File: src/rtl/sample2uart_pkg.sv
// rtl/sample2uart_pkg.sv - shared widths, FSM state type and byte-order helpers for sample2uart
package sample2uart_pkg;

    localparam int SAMPLE_W = 16;
    localparam int BYTE_W   = 8;

    // Shared with the receive-side assembler so both ends agree on wire order.
    localparam bit LOW_BYTE_FIRST = 1'b1;

    typedef enum logic [1:0] {
        ST_IDLE    = 2'd0,
        ST_SEND_LO = 2'd1,
        ST_SEND_HI = 2'd2
    } state_t;

    function automatic logic [BYTE_W-1:0] first_byte(input logic [SAMPLE_W-1:0] s);
        return LOW_BYTE_FIRST ? s[BYTE_W-1:0] : s[SAMPLE_W-1:BYTE_W];
    endfunction

    function automatic logic [BYTE_W-1:0] second_byte(input logic [SAMPLE_W-1:0] s);
        return LOW_BYTE_FIRST ? s[SAMPLE_W-1:BYTE_W] : s[BYTE_W-1:0];
    endfunction

endpackage

File: src/rtl/sample2uart_sample_fifo.sv
// rtl/sample2uart_sample_fifo.sv - synchronous FIFO with registered count and full/empty flags
module sample_fifo #(
    parameter int WIDTH = 16,
    parameter int DEPTH = 4
) (
    input  logic                     in_clk,
    input  logic                     in_rst,
    input  logic                     in_push,
    input  logic [WIDTH-1:0]         in_data,
    input  logic                     in_pop,
    output logic [WIDTH-1:0]         out_data,
    output logic                     out_full,
    output logic                     out_empty,
    output logic [$clog2(DEPTH):0]   out_count
);

    localparam int PTR_W = $clog2(DEPTH);
    localparam int CNT_W = PTR_W + 1;

    logic [WIDTH-1:0] r_mem [DEPTH];
    logic [PTR_W-1:0] r_wr_ptr;
    logic [PTR_W-1:0] r_rd_ptr;
    logic [CNT_W-1:0] r_count;
    logic             w_do_push;
    logic             w_do_pop;

    assign out_full  = (r_count == CNT_W'(DEPTH));
    assign out_empty = (r_count == '0);
    assign out_count = r_count;
    assign out_data  = r_mem[r_rd_ptr];

    assign w_do_push = in_push && !out_full;
    assign w_do_pop  = in_pop && !out_empty;

    // Pointers are exactly PTR_W bits, so wrap-around is the natural overflow.
    always_ff @(posedge in_clk or posedge in_rst) begin
        if (in_rst) begin
            r_wr_ptr <= '0;
            r_rd_ptr <= '0;
            r_count  <= '0;
        end else begin
            if (w_do_push) r_wr_ptr <= r_wr_ptr + 1'b1;
            if (w_do_pop)  r_rd_ptr <= r_rd_ptr + 1'b1;
            if (w_do_push && !w_do_pop)      r_count <= r_count + 1'b1;
            else if (w_do_pop && !w_do_push) r_count <= r_count - 1'b1;
        end
    end

    always_ff @(posedge in_clk) begin
        if (w_do_push) r_mem[r_wr_ptr] <= in_data;
    end

endmodule

File: src/rtl/sample2uart.sv
// rtl/sample2uart.sv - buffers 16-bit samples and serializes each into two UART byte frames
module sample2uart
    import sample2uart_pkg::*;
#(
    parameter int FIFO_DEPTH = 4
) (
    input  logic                in_clk,
    input  logic                in_rst,
    input  logic                in_sample_valid,
    input  logic [SAMPLE_W-1:0] in_sample,
    output logic                out_sample_ready,
    output logic [BYTE_W-1:0]   out_uart_frame,
    output logic                out_uart_valid,
    input  logic                in_uart_ready,
    output logic                out_overflow,
    output logic                out_busy
);

    localparam int CNT_W = $clog2(FIFO_DEPTH) + 1;

    logic                w_full;
    logic                w_empty;
    logic [SAMPLE_W-1:0] w_head;
    logic [CNT_W-1:0]    w_count;
    logic                w_push;
    logic                w_pop;
    logic                w_xfer;

    state_t              r_state, w_state_nxt;
    logic [SAMPLE_W-1:0] r_hold, w_hold_nxt;
    logic [BYTE_W-1:0]   r_frame, w_frame_nxt;
    logic                r_valid, w_valid_nxt;
    logic                r_overflow;

    assign w_push = in_sample_valid && !w_full;
    assign w_xfer = r_valid && in_uart_ready;

    sample_fifo #(
        .WIDTH (SAMPLE_W),
        .DEPTH (FIFO_DEPTH)
    ) u_fifo (
        .in_clk    (in_clk),
        .in_rst    (in_rst),
        .in_push   (w_push),
        .in_data   (in_sample),
        .in_pop    (w_pop),
        .out_data  (w_head),
        .out_full  (w_full),
        .out_empty (w_empty),
        .out_count (w_count)
    );

    // SEND_LO entered from IDLE spends one cycle loading the frame; a
    // back-to-back entry from SEND_HI already has the frame loaded.
    always_comb begin
        w_state_nxt = r_state;
        w_hold_nxt  = r_hold;
        w_frame_nxt = r_frame;
        w_valid_nxt = r_valid;
        w_pop       = 1'b0;
        case (r_state)
            ST_IDLE: begin
                w_valid_nxt = 1'b0;
                if (!w_empty) begin
                    w_pop       = 1'b1;
                    w_hold_nxt  = w_head;
                    w_state_nxt = ST_SEND_LO;
                end
            end
            ST_SEND_LO: begin
                if (!r_valid) begin
                    w_valid_nxt = 1'b1;
                    w_frame_nxt = first_byte(r_hold);
                end else if (w_xfer) begin
                    w_frame_nxt = second_byte(r_hold);
                    w_state_nxt = ST_SEND_HI;
                end
            end
            ST_SEND_HI: begin
                if (w_xfer) begin
                    if (!w_empty) begin
                        w_pop       = 1'b1;
                        w_hold_nxt  = w_head;
                        w_frame_nxt = first_byte(w_head);
                        w_state_nxt = ST_SEND_LO;
                    end else begin
                        w_valid_nxt = 1'b0;
                        w_state_nxt = ST_IDLE;
                    end
                end
            end
            default: begin
                w_valid_nxt = 1'b0;
                w_state_nxt = ST_IDLE;
            end
        endcase
    end

    always_ff @(posedge in_clk or posedge in_rst) begin
        if (in_rst) begin
            r_state    <= ST_IDLE;
            r_hold     <= '0;
            r_frame    <= '0;
            r_valid    <= 1'b0;
            r_overflow <= 1'b0;
        end else begin
            r_state    <= w_state_nxt;
            r_hold     <= w_hold_nxt;
            r_frame    <= w_frame_nxt;
            r_valid    <= w_valid_nxt;
            r_overflow <= in_sample_valid && w_full;
        end
    end

    assign out_sample_ready = !w_full;
    assign out_uart_frame   = r_frame;
    assign out_uart_valid   = r_valid;
    assign out_overflow     = r_overflow;
    assign out_busy         = (r_state != ST_IDLE) || (w_count != '0);

endmodule
File: config.mk
export PLATFORM = sky130hd
export DESIGN_NAME = sample2uart
export DESIGN_NICKNAME = d
export VERILOG_FILES = /design/src/rtl/sample2uart_pkg.sv /design/src/rtl/sample2uart_sample_fifo.sv /design/src/rtl/sample2uart.sv
export SDC_FILE = /design/constraint.sdc
export NUM_CORES = 1
export LEC_CHECK = 0
export CELL_PAD_IN_SITES_DETAIL_PLACEMENT = 0
export CELL_PAD_IN_SITES_GLOBAL_PLACEMENT = 1
export CORE_AREA = 2 2 97 99
export CTS_BUF_LIST = sky130_fd_sc_hd__clkbuf_4 sky130_fd_sc_hd__clkbuf_8 sky130_fd_sc_hd__clkbuf_16
export DETAILED_ROUTE_END_ITERATION = 8
export DIE_AREA = 0 0 99 101
export PLACE_DENSITY_LB_ADDON = 0.15
export SLEW_MARGIN = 20
export SYNTH_ARGS = -nofsm -noshare
export SYNTH_HDL_FRONTEND = slang
export SYNTH_SLANG_ARGS = --single-unit
File: constraint.sdc
create_clock -name in_clk -period 2.57 [get_ports in_clk]
set_input_delay 0.6425 -clock in_clk [delete_from_list [all_inputs] [get_ports in_clk]]
set_output_delay 0.6425 -clock in_clk [all_outputs]
set_load 0.005 [all_outputs]
==> flow_summary_export.csv <==
group,metric,value,unit
run_status,status,"complete, no violations",
setup_path,worst_r2r_path_depth,6,
yosys,edf_count,64,
detailed_routing,firstDrtPassIters,4,
layout,buf_share,9.389,%
clock_tree,htreeDepth,3,
sta,drv_slew,0,
yosys,synth_adder_area_share,1.905,%
setup_path,critPathSlowestCell,"or3b_1",
pwr,p_sw_share,32.81,%
yosys,synth_chip_area,4335,um^2
detailed_routing,vias_per_cell,5.654,
worst_hold_path,min_from,"r_hold[10]",
yosys,synth-seq-cells,99,
worst_hold_path,hold_end,"r_hold[10]",
sta,rsz0062_at_grt,"false",
floorplan,core-area,8977,um^2
yosys,yosys-stat-cells,252,
sta,worst_pin_slew,0.7348,ns
sta,setup_viol,0,
sta,final_hold_viol_count,0,
floorplan,die_x,99,um
setup_path,end_kind,"output pin",
yosys,synth_seq_share,64.53,%
setup_path,worst-path-stages,2,
clock_tree,clock_path_buffers,2,
clock_tree,cts_tree,"yes",
pwr,power.density,1151,nW/um^2
layout,n_all_inverters,7,
floorplan,row_count,35,
layout,logic_gates,129,
global_routing,grt_remaining_overflow,0,
sta,final.min_clock_period,2.493,ns
detailed_routing,ant_nets,0,
pwr,combPwrFrac,39.3,%
floorplan,die-area,9999,um^2
yosys,ff_type,"edfxtp_1",
pwr,ir_drop,477.7,uV
yosys,synth.distinct_cells,39,
yosys,syn_inst,252,
layout,nFillCells,750,
yosys,synthTopLogicFamily,"multiplexers",
worst_hold_path,hold_path_class,"flop to flop",
layout,sh_seq_area,55.56,%
clock_tree,clockRootBuffer,"clkbuf_8",
pwr,leakagePower,1.821,nW
yosys,avgSynthCellArea,17.20,um^2
yosys,topCellsByArea,"edfxtp_1 (44%), dfrtp_1 (20%), mux4_2 (8.3%)",
pwr,power_frac_seq,44.3,%
yosys,synth.cell_area,4335,um^2
layout,final_nets,323,
yosys,synthMostInstantiatedCell,"edfxtp_1",
global_routing,grt_pass1_vias,2452,
layout,regArea,2799,um^2
floorplan,fp_util,48.29,%
detailed_routing,drcViolationCount,0,
pwr,clockPowerShare,16.4,%
placed_design,preCtsSetupSlack,0.04192,ns
setup_path,critPathKind,"flop to output pin",
pwr,switching_power,1.902,mW
worst_hold_path,min_path_cells,1,
setup_path,reg2reg_from,"u_fifo.out_count[0]",
layout,buffers,51,
placed_design,portBuffers,31,
sta,tns,0,ns
floorplan,tap_cells,111,
layout,final-clk-cell-share,3.701,%
yosys,ys_sh_mux,17.92,%
pwr,seq_power,2.57,mW
sta,clock-skew-final,0.01127,ns
layout,diodes,0,
setup_path,critical_path.max_fanout,7,
clock_tree,cts.sinks,99,
setup_path,slowest_delay,0.52,ns
clock_tree,clk_latency,0.36,ns
setup_path,cp_top_family,"simple AND/OR/NAND/NOR gates",
floorplan,ioPinCount,32,
sta,finalCritPeriodShare,96.99,%
placed_design,dp_hpwl,5292,um
yosys,ys_sh_aoi,6.436,%
## state kept, by name, indices dropped and copies added, names as in the netlist
register and flops:
u_fifo.r_mem 64, out_overflow 1, out_uart_frame 8, u_fifo.r_wr_ptr 2, r_state 2, u_fifo.r_rd_ptr 2, out_uart_valid 1, u_fifo.out_count 3
r_hold 16
## layout by cell type (no fill, tap or decap), drive strengths merged, types with 10 or more instances in the layout
cell | synthesis | layout
nor2b | 10 | 10
clkdlybuf4s50 | 0 | 31
clkbuf | 3 | 10
dfrtp | 35 | 35
inv | 7 | 11
mux2 | 34 | 34
edfxtp | 64 | 64
mux4 | 16 | 16
buf | 14 | 20
## how the worst max path moves through the flow
stage                     endpoint  slack (ns)           startpoint
6_report          out_sample_ready        0.08  u_fifo.out_count[0]
5_1_grt                   out_busy       0.006           r_state[0]
4_1_cts                   out_busy        0.06           r_state[0]
3_5_place_dp   u_fifo.out_count[2]        0.04        in_uart_ready
3_3_place_gp   u_fifo.out_count[2]        0.07        in_uart_ready
2_1_floorplan  u_fifo.out_count[1]        0.25        in_uart_ready
## layer usage
layer | global-route usage (%) | up-vias | part of all wire, %
met5 | 0 | - | 0
met4 | 5.585 | 0 | 1.6
met3 | 4.785 | 13 | 4.6
met2 | 30.04 | 47 | 48
met1 | 23.46 | 1189 | 45
li1 | - | 1086 | -
## stage by stage
step	util [%]	power [mW]	instance area, um^2	hold slack, ns	std cells
final	56.11	5.796	5037	0.5138	413
after global routing	56.11	6.172	5037	0.5298	413
after CTS	56.04	5.873	5031	0.5162	413
after detailed placement	53.97	4.915	4845	0.4925	397
after global placement	53.97	4.870	4845	0.4890	397
after floorplan	-	4.225	4335	0.4750	252
## timing repair
action,4_1_cts,5_1_grt
gates resized,0,1
hold buffers,0,0
setup endpoints to repair,0,1
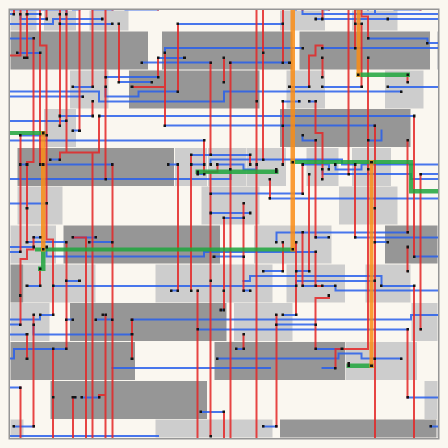
**Above:** close-up of the layout.
Window x 34 to 64, y 15 to 45 um. Cells in grey, sequential cells in the stronger grey; small squares are vias.
[metal 2] red
[metal 3] green
[metal 1] blue
[metal 4] orange
cells with their middle in the window: 36
sequential cells in the window: 11
most frequent: dfrtp_1 (6), mux2_2 (5), edfxtp_1 (5)
netlist names of flops here include: u_fifo.r_mem (5), out_uart_frame (3), r_hold (3)

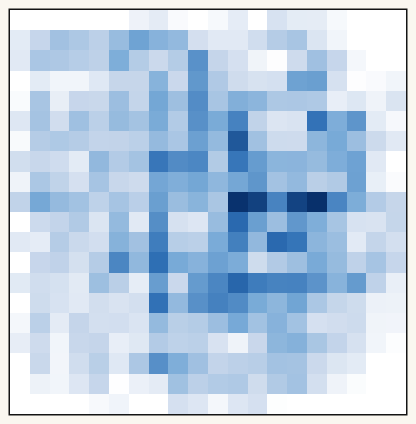
**Above:** wire density map.
(4 px per um) The die is cut into 20 by 20 equal tiles; white is low, dark blue is high, scaled to the fullest tile. Values are wire area over tile area, all layers added.
emptiest ninth of the die: lower left
fullest tile: 0.44
mean over tiles: 0.13
GRT Util Overall: 18.07%
Wirelength per Cell: 19.78 um
Via Count: 2,335
final WL: 8171 um

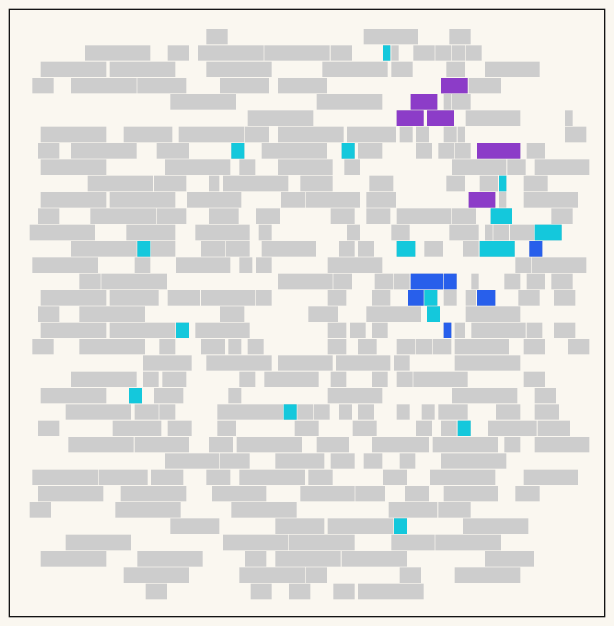
**Above:** selected gate families.
(6 px per um)
[nand cells] blue | cells: 6 | where: middle right
[fa/ha/maj cells] purple | cells: 6 | where: upper right
[nor cells] cyan | cells: 16
Comb/total area: 28.07%
Top cell excl fill/tap: edfxtp_1
final std cells w/o fill: 413

Power and IR drop assume default switching activity.
